`src/rtl/operand_issue.sv`:
```
// operand_issue: consumer end of the decode buffer. Accepts one decoded
// instruction per cycle and reads its operands from the register file. A
// pending-register scoreboard holds back RAW/WAW hazards, and the instruction
// is issued through a registered valid/ready stage to execute.
// Optional feature: define OPERAND_ISSUE_WB_BYPASS_EN to let a same-cycle
// writeback resolve a hazard and supply the operand directly.
module operand_issue #(
    parameter int XLEN   = 32,
    parameter int CTRL_W = 37,
    parameter int NREG   = 32
) (
    input  logic                      clk,
    input  logic                      rst,
    input  logic                      dec_valid,
    output logic                      dec_ready,
    input  logic                      rs1_valid_b,
    input  logic                      rs2_valid_b,
    input  logic [$clog2(NREG)-1:0]   rs1_b,
    input  logic [$clog2(NREG)-1:0]   rs2_b,
    input  logic [$clog2(NREG)-1:0]   rd_b,
    input  logic                      rd_we_b,
    input  logic [6:0]                opcode_b,
    input  logic [CTRL_W-1:0]         out_signal_b,
    input  logic [XLEN-1:0]           imm_b,
    output logic [$clog2(NREG)-1:0]   rf_rs1_addr,
    output logic [$clog2(NREG)-1:0]   rf_rs2_addr,
    input  logic [XLEN-1:0]           rf_rs1_data,
    input  logic [XLEN-1:0]           rf_rs2_data,
    input  logic                      wb_en,
    input  logic [$clog2(NREG)-1:0]   wb_rd,
    input  logic [XLEN-1:0]           wb_data,
    input  logic                      flush,
    output logic                      ex_valid,
    input  logic                      ex_ready,
    output logic [XLEN-1:0]           ex_op_a,
    output logic [XLEN-1:0]           ex_op_b,
    output logic [XLEN-1:0]           ex_imm,
    output logic [$clog2(NREG)-1:0]   ex_rd,
    output logic                      ex_rd_we,
    output logic [6:0]                ex_opcode,
    output logic [CTRL_W-1:0]         ex_ctrl,
    output logic [NREG-1:0]           sb_pending
);

    localparam int IDX_W = $clog2(NREG);

    typedef struct packed {
        logic [XLEN-1:0]   op_a;
        logic [XLEN-1:0]   op_b;
        logic [XLEN-1:0]   imm;
        logic [IDX_W-1:0]  rd;
        logic              rd_we;
        logic [6:0]        opcode;
        logic [CTRL_W-1:0] ctrl;
    } issue_t;

    issue_t          issue_q, issue_d;
    logic            ex_valid_q, ex_valid_d;
    logic [NREG-1:0] pending_q, pending_d;

    logic wb_hit_rs1, wb_hit_rs2, wb_hit_rd;
    logic busy_rs1, busy_rs2, busy_rd;
    logic stall;
    logic accept;

    assign rf_rs1_addr = rs1_b;
    assign rf_rs2_addr = rs2_b;

`ifdef OPERAND_ISSUE_WB_BYPASS_EN
    // A writeback landing this cycle satisfies a matching source or destination.
    assign wb_hit_rs1 = wb_en && (wb_rd == rs1_b) && (rs1_b != '0);
    assign wb_hit_rs2 = wb_en && (wb_rd == rs2_b) && (rs2_b != '0);
    assign wb_hit_rd  = wb_en && (wb_rd == rd_b)  && (rd_b  != '0);
`else
    logic wb_data_unused;
    assign wb_hit_rs1     = 1'b0;
    assign wb_hit_rs2     = 1'b0;
    assign wb_hit_rd      = 1'b0;
    assign wb_data_unused = ^wb_data;
`endif

    // Hazard detection and the decode-side handshake.
    always_comb begin
        busy_rs1  = pending_q[rs1_b] && !wb_hit_rs1;
        busy_rs2  = pending_q[rs2_b] && !wb_hit_rs2;
        busy_rd   = pending_q[rd_b]  && !wb_hit_rd;
        stall     = (rs1_valid_b && busy_rs1) || (rs2_valid_b && busy_rs2) ||
                    (rd_we_b && (rd_b != '0) && busy_rd);
        accept    = dec_valid && !stall && !flush && (!ex_valid_q || ex_ready);
        dec_ready = accept;
    end

    // Issue-register next state: load on accept, drop on drain or flush, else hold.
    always_comb begin
        // NOTE: every combinational output gets a default first so no path
        // through the block leaves it unassigned, which would infer a latch.
        issue_d    = issue_q;
        ex_valid_d = ex_valid_q;
        if (accept) begin
            issue_d.op_a   = !rs1_valid_b ? '0 : (wb_hit_rs1 ? wb_data : rf_rs1_data);
            issue_d.op_b   = !rs2_valid_b ? '0 : (wb_hit_rs2 ? wb_data : rf_rs2_data);
            issue_d.imm    = imm_b;
            issue_d.rd     = rd_b;
            issue_d.rd_we  = rd_we_b;
            issue_d.opcode = opcode_b;
            issue_d.ctrl   = out_signal_b;
            ex_valid_d     = 1'b1;
        end else if (flush || ex_ready) begin
            ex_valid_d = 1'b0;
        end
    end

    // Scoreboard next state: clears first, so a same-cycle issue set wins.
    always_comb begin
        pending_d = pending_q;
        if (wb_en) begin
            pending_d[wb_rd] = 1'b0;
        end
        // A flushed instruction still sitting in the issue register never writes back.
        if (flush && ex_valid_q && issue_q.rd_we && !ex_ready) begin
            pending_d[issue_q.rd] = 1'b0;
        end
        if (accept && rd_we_b && (rd_b != '0)) begin
            pending_d[rd_b] = 1'b1;
        end
        pending_d[0] = 1'b0;
    end

    // State registers with synchronous reset.
    always_ff @(posedge clk) begin
        // NOTE: sequential state uses non-blocking assignments so every register
        // samples its next-state value from before the edge.
        if (rst) begin
            // NOTE: the issue payload is reset as well because its outputs
            // must read zero after reset, not just ex_valid.
            issue_q    <= '0;
            ex_valid_q <= 1'b0;
            pending_q  <= '0;
        end else begin
            issue_q    <= issue_d;
            ex_valid_q <= ex_valid_d;
            pending_q  <= pending_d;
        end
    end

    assign ex_valid   = ex_valid_q;
    assign ex_op_a    = issue_q.op_a;
    assign ex_op_b    = issue_q.op_b;
    assign ex_imm     = issue_q.imm;
    assign ex_rd      = issue_q.rd;
    assign ex_rd_we   = issue_q.rd_we;
    assign ex_opcode  = issue_q.opcode;
    assign ex_ctrl    = issue_q.ctrl;
    assign sb_pending = pending_q;

endmodule

```
`config.mk`:
```
export PLATFORM = sky130hd
export DESIGN_NAME = operand_issue
export DESIGN_NICKNAME = d
export VERILOG_FILES = /design/src/rtl/operand_issue.sv
export SDC_FILE = /design/constraint.sdc
export NUM_CORES = 1
export LEC_CHECK = 0
export CAP_MARGIN = 20
export CORE_AREA = 4 4 149 151
export CTS_BUF_LIST = sky130_fd_sc_hd__clkbuf_8
export CTS_CLUSTER_DIAMETER = 60
export DETAILED_ROUTE_END_ITERATION = 12
export DIE_AREA = 0 0 153 155
export DONT_BUFFER_PORTS = 1
export HOLD_SLACK_MARGIN = 0.03
export PLACE_DENSITY_LB_ADDON = 0.12
export SLEW_MARGIN = 20
export SYNTH_ARGS = -nofsm -noshare
export SYNTH_HDL_FRONTEND = slang
export SYNTH_SLANG_ARGS = --single-unit
```
`constraint.sdc`:
```
create_clock -name clk -period 6.7 [get_ports clk]
set_clock_uncertainty 0.15 [all_clocks]
set_input_delay 1.34 -clock clk [delete_from_list [all_inputs] [get_ports clk]]
set_output_delay 1.34 -clock clk [all_outputs]
set_load 0.03 [all_outputs]
```
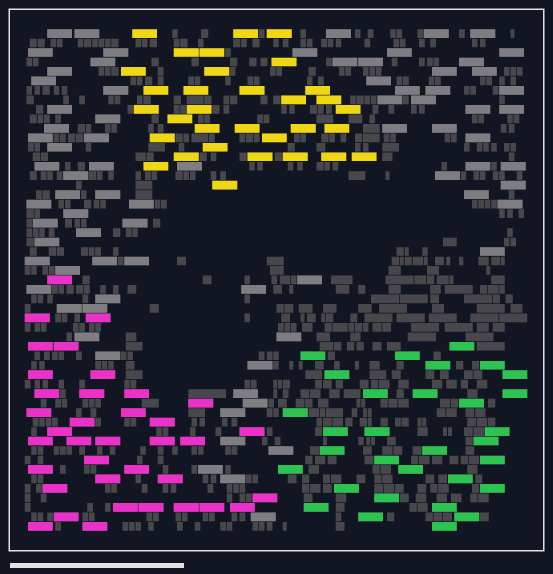
Run 1: sequential cells grouped by signal name
Scale bar: 50 µm. Other sequential cells in the stronger grey, the rest of the logic in the fainter grey.
legend:
  ex_op_b:
    colour: yellow
    flops: 32
  ex_ctrl:
    colour: magenta
    flops: 37
    where: bottom left
  sb_pending:
    colour: green
    flops: 31
    where: bottom right

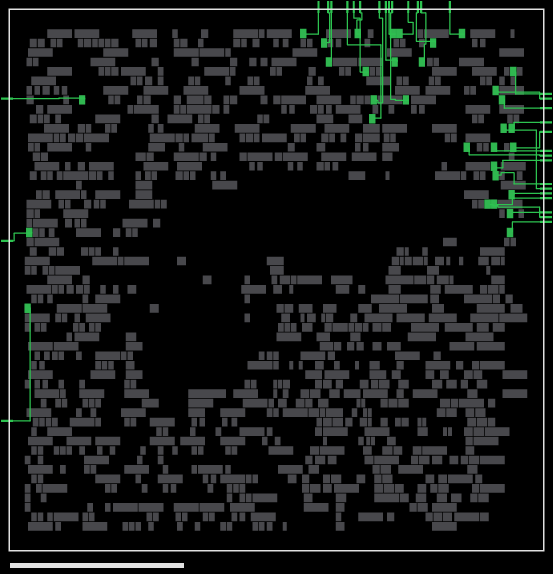
Run 1: wires at chosen ports, followed through buffers
Scale bar: 50 µm.
legend:
  imm_b:
    colour: green
    direction: input
    end_cells: 32
    wire: 533 µm
Buffers on Ports: 0
Ports: 391

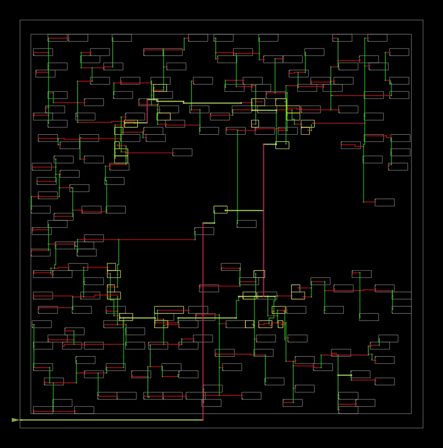
Run 1: the clock network
Clock Latency Late Sink: 450 ps
Sink Count: 178
CTS buffer count: 17
# clk buffers: 19

==> impl_metrics.tcl, run 1 <==
# yosys + openroad results
set metrics [dict create \
    busiest_layer "met2" \
    crit_fanout 32 \
    area_leaders "dfxtp_1 (43%), a21oi_1 (8.9%), o21ai_0 (8.9%)" \
    cp-start-kind "input pin" \
    clkPwrFrac 0.354 \
    worstPathArrival_ps 3520 \
    drtIter0Drc 774 \
    seq_area_um2 3563 \
    chipArea_um2 23720 \
    hold_viol_final 0 \
    fin_nets 1069 \
    largest_area_cell "dfxtp_1" \
    fmax_mhz 199.7 \
    gp_congestion 0.8442 \
    p_total_w 0.002117 \
    dr_wl_met2_mm 13.75 \
    fill_cells 2114 \
    dr_wl_met3_mm 3.478 \
    power.group.top "sequential cells" \
    htree_levels 4 \
    seq_power_w 0.00119 \
    warnings 60 \
    ys_types 40 \
    ctsHoldBuffers 0 \
    antennaDiodeCount 0 \
    routed.top_layer "met5" \
    yosys-stat-cells 963 \
    grt_max_degree 181 \
    p_sw_w 0.0006531 \
    met3_usage 0.1071 \
    fin_crit_ps 5008 \
    fin_util 0.4069 \
    dr.pass1.iters 5 \
    cts_buffer_depth 2 \
    ff_type "dfxtp_1" \
    final_cell_mix "dfxtp_1 (178), a21oi_1 (148), o21ai_0 (147)" \
    ys_seq_frac 0.4305 \
    clk_pin_slew_ps 100 \
    dp_hpwl_mm 18.48 \
    setup_viol 0 \
    crit_required_ps 5210 \
    powerComb_w 0.000176 \
    grt_first_pass_wirelength_mm 43.57 \
    worst_hold_startpoint "ex_imm[17]" \
    die_w_um 153 \
    tightest_slew_ps 1043 \
    switching_share 0.3085 \
    wl_met1_mm 11.17 \
    use_met2 0.3629 \
    met1_usage 0.2840 \
    vias 7404 \
    rows 53 \
    grt_util_all_layers 0.2291 \
    tns_ps 0 \
    wl_mm 28.93 \
    ys.flops 178 \
    critPathCaptureType "output port" \
    comb_area_um2 4115 \
    grt_overflow 0 \
    ant_nets 0 \
    root_buffer "clkbuf_8" \
    drive_above_1_share 0.08295 \
    ys_area_um2 8277 \
    cts_setup_buffers 0 \
    lay_top_count "dfxtp_1" \
    peakVddDrop_v 0.0001095 \
    startpoint "rs2_b[1]" \
    rr_startpoint "sb_pending[15]" \
    grt_pass1_vias 7107 \
    drc 0 \
    critical_path_class "in -> out" \
    synth-async-reset-ratio 0 \
    die_h_um 155 \
    combinationalPowerShare 0.083 \
    routedWlPerCell_um 25.05 \
    finalClockPeriodUsage 0.7474 \
    fp_util 0.3975 \
    max_slew_margin 0.3046 \
    synth_area_um2 8277 \
    power_frac_seq 0.563 \
    cts_tree "yes" \
    syn_inst 963 \
    cts.repair.resized 0 \
    grt_antenna_before_repair 1 \
    core_area_um2 20820 \
    p_clk_w 0.000749 \
    syn_avg_cell_area_um2 8.595 \
    syn_to_final_growth_pct 2.373 \
    finalMaxSlewViolations 0 \
    yosys_warnings 0 \
    reg2reg_slack_ps 2510 \
    post_drt_via_cell_ratio 6.410 \
    maxCapViolations 0 \
    hp-class "reg -> reg" \
    synth-edff-count 0 \
    leakage_nw 2.546 \
    rsz0062_at_grt "no" \
    status "finished clean" \
    powerDensity_nw_per_um2 249.9 \
    synth_top_area_share 0.4305 \
    syn_nets 1164 \
    internal_power_w 0.001464 \
]
run 1: Yosys cell counts (15+ instances only):
cell,n
clkbuf_1,84
nand4_1,65
nor2b_1,40
o21ai_0,147
o221ai_1,31
nand2_1,15
buf_4,22
mux4_2,17
a21oi_1,148
dfxtp_1,178
o31ai_1,31
nand3_1,91
run 1: kinds of logic after synthesis:
kind of cell           share of synthesized area
other                                  0.0004531
AND-OR/OR-AND                             0.2516
multiplexers                             0.06667
flip-flops                                0.4305
buffers and inverters                    0.07558
AND/OR/NAND/NOR                           0.1752
run 1: critical path, cell delays in order:
cell      delay [ps]
mux4_2           460
mux2i_1          140
nor2b_1           80
o311ai_1         590
and3_4           330
nand2_2           50
buf_4            260
inv_1            260
run 1: final cells by class:
class	count	share of cell area
Inverter	4	0.001772
Clock inverter	12	0.01432
Clock buffer	19	0.03086
Tap cell	275	0.04061
Timing Repair Buffer	7	0.006202
Sequential cell	178	0.4206
Multi-Input combinational cell	660	0.4857
run 1: worst paths after layout:
| check | endpoint | depth (start not counted) |
|---|---|---|
| max | dec_ready | 8 |
| min reg2reg | ex_imm[17] | 2 |
| max reg2reg | ex_imm[8] | 9 |
| min | ex_imm[17] | 2 |
run 1: flip-flops by register name, summed over array words and instances (netlist names):
signal      cells
ex_ctrl        37
ex_imm         32
ex_op_a        32
ex_op_b        32
ex_opcode       7
ex_rd           5
ex_rd_we        1
ex_valid        1
sb_pending     31
run 1: per-stage QoR:
stage / setup WS, ps / instance area [µm²] / hold slack (ps) / std cells
4_1_cts: 1728 / 8473 / 483.1 / 1155
3_3_place_gp: 1718 / 8090 / 461.9 / 1124
6_report: 1692 / 8473 / 484.3 / 1155
3_5_place_dp: 1744 / 8090 / 468.1 / 1124
2_1_floorplan: 1930 / 8277 / 452.6 / 963
5_1_grt: 1591 / 8473 / 498.9 / 1155
## Run 2: what changed since run 1
Clock period 6.7 ns to 4.2 ns, I/O delays scaled along.
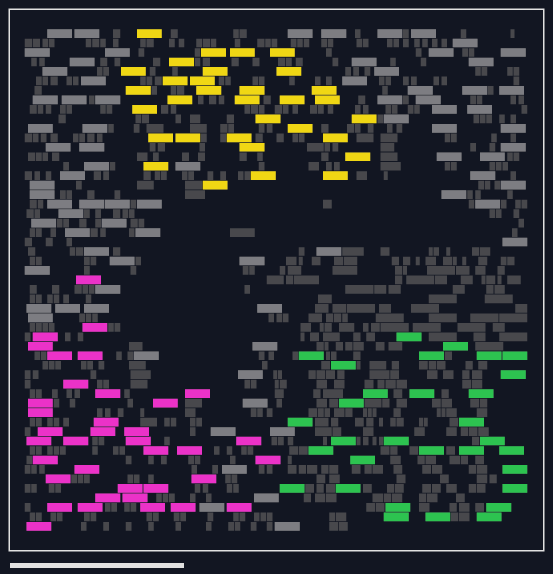
Run 2: sequential cells grouped by signal name
Scale bar: 50 µm. Other sequential cells in the stronger grey, the rest of the logic in the fainter grey.
legend:
  ex_op_b:
    colour: yellow
    flops: 32
  sb_pending:
    colour: green
    flops: 31
    where: bottom right
  ex_ctrl:
    colour: magenta
    flops: 37
    where: bottom left
not coloured: 78

==> run 2 against run 1 <==
Net effect:
- clock-buffer cell count fell by 2
- synthesized cell count stayed put
- first-iteration DRC count shrank 8.3%
- sequential share of layout area down 0.48 points
- clock power increased by 59%
- non-clock buffer count increased by 5
- sequential power grew about 60%
==> impl_metrics.tcl, run 2 <==
# yosys + openroad results
set metrics [dict create \
    rows 53 \
    grt_overflow 0 \
    cp_slowest_cell "mux4_2" \
    core_area_um2 20820 \
    path_buffers 2 \
    drive_above_1_share 0.08804 \
    synth_area_um2 8277 \
    internal_power_w 0.002283 \
    cts_tree "yes" \
    synth_top_area_share 0.4305 \
    finalMaxSlewViolations 0 \
    io_buffers 0 \
    combinationalPowerShare 0.085 \
    p_sw_w 0.001102 \
    ff_type "dfxtp_1" \
    post_drt_via_cell_ratio 6.376 \
    cp-start-kind "flip-flop" \
    peakVddDrop_v 0.0002016 \
    grt_util_all_layers 0.2304 \
    syn_nets 1164 \
    synth-edff-count 0 \
    ys_top_cells_by_count "dfxtp_1 (178), a21oi_1 (148), o21ai_0 (147), nand3_1 (91), clkbuf_1 (84)" \
    max_slew_margin 0.4594 \
    fin_nets 1074 \
    crit_chain "mux4_2 -> mux2i_1 -> a21oi_1 -> o311ai_1 -> and3_4 -> nand2_2 -> inv_1 -> buf_4" \
    drc 0 \
    p_total_w 0.003385 \
    hold_viol_final 0 \
    cpLargestDelayFamily "multiplexers" \
    rsz0062_at_grt "no" \
    grt_first_pass_wirelength_mm 44.04 \
    warnings 64 \
    switching_share 0.3255 \
    chipArea_um2 23720 \
    final_cell_mix "dfxtp_1 (178), a21oi_1 (148), o21ai_0 (147)" \
    lay_top_count "dfxtp_1" \
    largest_area_cell "dfxtp_1" \
    powerDensity_nw_per_um2 394.9 \
    power_frac_seq 0.562 \
    grt_max_degree 181 \
    critical_path_class "reg -> out" \
    status "finished clean" \
    largest_register_ffs 37 \
    synth.most_common_cell "dfxtp_1" \
    comb_area_um2 4115 \
    fin_crit_ps 3866 \
    seq_power_w 0.00190 \
    ys.flops 178 \
    crit_fanout 5 \
    yosys-stat-cells 963 \
    ys_seq_frac 0.4305 \
    dp_hpwl_mm 18.58 \
    rr_startpoint "sb_pending[22]" \
    clock_sinks 178 \
    area_leaders "dfxtp_1 (43%), a21oi_1 (8.9%), o21ai_0 (8.9%)" \
    die_w_um 153 \
    fmax_mhz 258.7 \
    ctsHoldBuffers 0 \
    powerComb_w 0.000289 \
    rr_worst_depth 8 \
    cts_buffers 17 \
    seq_area_um2 3563 \
    grt_pass1_vias 7139 \
    finalClockPeriodUsage 0.9205 \
    critPathCaptureType "output port" \
    worstSkewPairLatency_ps 460 \
    ys_types 40 \
    vias 7403 \
    clkPwrFrac 0.352 \
    drtIter0Drc 710 \
    syn_inst 963 \
    antennaDiodeCount 0 \
    wl_mm 29.02 \
    fill_cells 2154 \
    timing.rr.end "ex_imm[8]" \
    cp_slowest_stage_delay_ps 530 \
    grt_antenna_before_repair 1 \
    clk_pin_slew_ps 100 \
    setup_viol 0 \
    gp_congestion 0.8506 \
    yosys_warnings 0 \
    cts_setup_buffers 0 \
    die_h_um 155 \
    ys_area_um2 8277 \
]
==> run 2: cell counts after synthesis <==
Identical to the previous run, type by type.
==> run 2: metrics by stage <==
stage               hold slack, ps  cell area [µm²]    util  setup WS, ps  instances
global route                 246.3             8571  0.4116         173.8       1161
CTS                          258.5             8571  0.4116         295.5       1161
finish                       300.5             8571  0.4116         333.9       1161
detailed placement           469.3             8165  0.3921         518.2       1129
global placement             462.7             8165  0.3921         523.0       1129
floorplan                    452.6             8277       -         430.2        963
==> run 2: worst register-to-register path: cells and delay by family, from the launching register on <==
kind | cells | cell delay, ps
flops | 1 | 500
mux | 2 | 690
simple gates | 2 | 830
compound gates | 3 | 780
buf+inv | 1 | 370
==> run 2: area by class of cell <==
class                           count  share of cell area
Clock buffer                       17             0.02730
Clock inverter                     15             0.02000
Inverter                            4            0.001752
Multi-Input combinational cell    660              0.4801
Sequential cell                   178              0.4158
Tap cell                          275             0.04015
Timing Repair Buffer               12             0.01489
==> run 2: worst max-delay path by stage <==
stage | endpoint | slack, ps | depth (start not counted)
after floorplan | dec_ready | 430 | 11
after global placement | dec_ready | 520 | 8
after detailed placement | dec_ready | 520 | 8
after CTS | dec_ready | 300 | 8
after global routing | dec_ready | 170 | 8
final | dec_ready | 330 | 8
==> run 2: logic make-up after synthesis <==
| group | synth area share |
|---|---|
| compound gates | 0.2516 |
| simple gates | 0.1752 |
| flops | 0.4305 |
| buf+inv | 0.07558 |
| mux | 0.06667 |
| other cells | 0.0004531 |
==> run 2: metal layers <==
metal / up-vias / track usage / routed length [µm]
li1: 3413 / - / -
met1: 3564 / 0.2900 / 11440
met2: 382 / 0.3665 / 13760
met3: 42 / 0.09235 / 3158
met4: 2 / 0.06916 / 656
met5: - / 0 / 13
## Run 3: what changed since run 2
Settings changed: PLACE_DENSITY set to 0.63, PLACE_DENSITY_LB_ADDON 0.12 to not set.
==> run 3 against run 2 <==
Net effect:
- non-clock buffer count is 4 lower
- routed wire length is 4.1% lower
- core utilization is 0.11 points lower
- synthesized cell count stayed put
- via count is 1.9% higher
- largest cell class unchanged
==> impl_metrics.tcl, run 3 <==
# yosys + openroad results
set metrics [dict create \
    status "finished clean" \
    fmax_mhz 257.6 \
    hp-class "in -> reg" \
    chipArea_um2 23720 \
    fin_util 0.4105 \
    yosys_warnings 0 \
    yosys-stat-cells 963 \
    gp_congestion 0.8866 \
    dp_hpwl_mm 18.23 \
    htree_levels 4 \
    ys_top_cells_by_count "dfxtp_1 (178), a21oi_1 (148), o21ai_0 (147), nand3_1 (91), clkbuf_1 (84)" \
    critPathCaptureType "output port" \
    max_slew_margin 0.5007 \
    finalClockPeriodUsage 0.9244 \
    synth_top_area_share 0.4305 \
    clock_sinks 178 \
    vias 7543 \
    critical_path_class "reg -> out" \
    tightest_slew_ps 748.9 \
    leakage_nw 2.584 \
    reg2reg_slack_ps 850 \
    fin_area_um2 8548 \
    clk_pin_slew_ps 100 \
    grt_pass1_vias 7294 \
    powerDensity_nw_per_um2 395.1 \
    ys_seq_frac 0.4305 \
    crit_required_ps 3210 \
    cts.repair.resized 0 \
    tns_ps 0 \
    p_total_w 0.003377 \
    syn_avg_cell_area_um2 8.595 \
    fin_nets 1070 \
    ant_nets 0 \
    largest_register_ffs 37 \
    maxCapViolations 0 \
    io_buffers 0 \
    ys_area_um2 8277 \
    fp_util 0.3975 \
    drive_above_1_share 0.08390 \
    rsz0062_at_grt "no" \
    largest_area_cell "dfxtp_1" \
    ctsHoldBuffers 0 \
    warnings 64 \
    grt_max_degree 181 \
    final_cell_mix "dfxtp_1 (178), a21oi_1 (148), o21ai_0 (147)" \
    fill_cells 2097 \
    grt_antenna_before_repair 1 \
    ys_types 40 \
    synth_area_um2 8277 \
    place_inst 1125 \
    post_drt_via_cell_ratio 6.514 \
    drtIter0Drc 845 \
    grt_first_pass_wirelength_mm 42.61 \
    ys.flops 178 \
    area_leaders "dfxtp_1 (43%), a21oi_1 (8.9%), o21ai_0 (8.9%)" \
    worstPathArrival_ps 2890 \
    boundaryPins 391 \
    root_buffer "clkbuf_8" \
    fin_crit_ps 3882 \
    setup_viol 0 \
    synth-edff-count 0 \
    crit_fanout 5 \
    core_area_um2 20820 \
    grt_util_all_layers 0.2227 \
    drc 0 \
    cts_buffer_depth 2 \
    peakVddDrop_v 0.0001968 \
    grt_overflow 0 \
    dr.pass1.iters 6 \
    ff_type "dfxtp_1" \
    wl_mm 27.83 \
    die_w_um 153 \
    stdcell_count 1158 \
    cts_tree "yes" \
    syn_inst 963 \
    syn_nets 1164 \
    lay_top_count "dfxtp_1" \
    cp-start-kind "flip-flop" \
    finalMaxSlewViolations 0 \
    rows 53 \
    synth-async-reset-ratio 0 \
    hold_viol_final 0 \
    cts_buffers 17 \
    synth.most_common_cell "dfxtp_1" \
    cts_setup_buffers 0 \
    die_h_um 155 \
    routedWlPerCell_um 24.03 \
    syn_to_final_growth_pct 3.280 \
    placed_cell_area_um2 8148 \
]
-- run 3: layout make-up --
cell class,instances,area (µm²),area share
multi-input cells,660,4115,0.4814
diodes,1,2.502,0.0002927
repair buffers,8,110.1,0.01288
clock inverters,15,163.9,0.01917
inverters,4,15.01,0.001756
clock buffers,17,234.0,0.02737
flip-flops and latches,178,3563,0.4169
well taps,275,344.1,0.04025
-- run 3: power breakdown --
group          leakage (nW)  total, W  internal (W)  switching (W)
clock network         0.206   0.00119      0.000453       0.000734
registers              1.44   0.00190       0.00174       0.000156
logic                 0.933  0.000291     0.0000881       0.000203
-- run 3: final timing paths --
check,from,end,cells after the start
worst max register to register,sb_pending[22],ex_opcode[4],8
worst min-delay path,rst,ex_imm[1],1
worst max-delay path,sb_pending[22],dec_ready,8
worst min register to register,ex_imm[5],ex_imm[5],2
-- run 3: critical path: stages (launching register included) --
cell	delay, ps
dfxtp_1	470
mux4_2	520
mux2i_1	190
a21oi_1	100
o311ai_1	500
and3_4	330
nand2_2	90
inv_1	80
buf_4	150
-- run 3: cell families after synthesis --
group / count (synthesis) / share of synthesized area
AND-OR/OR-AND: 370 / 0.2516
buffers and inverters: 125 / 0.07558
flip-flops: 178 / 0.4305
multiplexers: 33 / 0.06667
other: 1 / 0.0004531
AND/OR/NAND/NOR: 256 / 0.1752
-- run 3: stage by stage --
step                      hold WS, ps  setup WS, ps
after floorplan                 452.6         430.2
after global placement          460.4         493.3
after detailed placement        467.7         490.2
after CTS                       254.2         286.3
after global routing            237.1         153.0
final                           276.9         317.7
-- run 3: layer usage --
layer  share of wire  GRT usage
met5               0          0
met4           0.025    0.07976
met3            0.11    0.08289
met2            0.48     0.3572
met1            0.39     0.2766
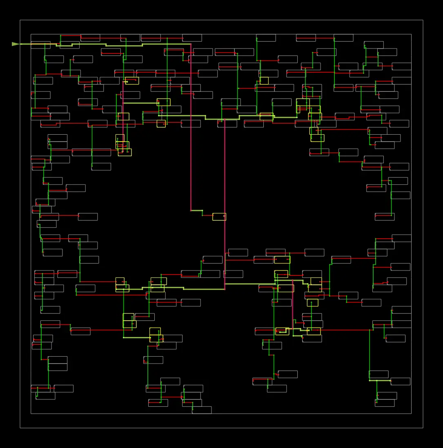
Run 3: the clock network
Clock Latency Late Sink: 460 ps
P_clk: 0.00119 W
# clk buffers: 17
Flops: 178


==> layout pictures side by side <==
A small window of the routed layout.
Window x 18 to 58, y 96 to 136 µm. Cells in grey, sequential cells in the stronger grey; small squares are vias.
image #1
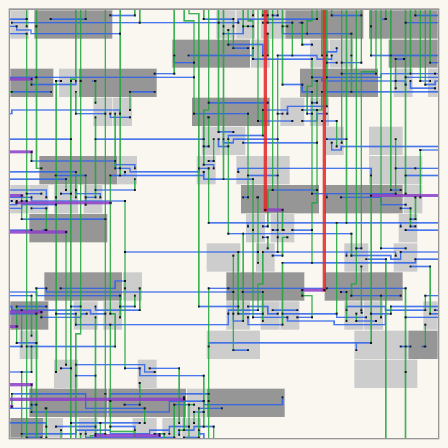
image #2
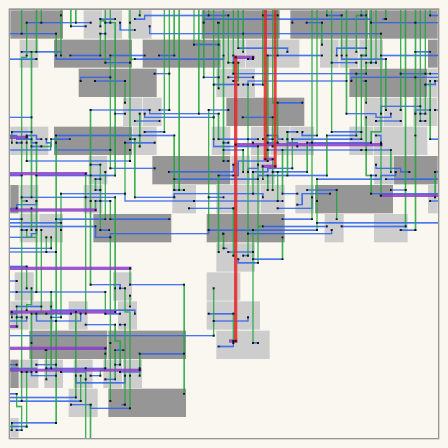
image #3
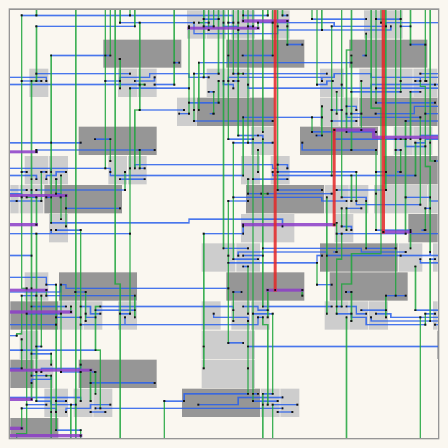
run 1: image #3
run 2: image #1
run 3: image #2

Key to image #3:
legend:
  M3:
    colour: purple
  M1:
    colour: blue
  M4:
    colour: red
  M2:
    colour: green
sequential cells in the window: 18
most frequent: dfxtp_1 (18), o21ai_0 (17), a21oi_1 (17)
cells with their middle in the window: 74
netlist names of flops here include: ex_op_b (9), ex_op_a (8)

Power figures rest on the tool's default switching activity, not on a simulated workload.
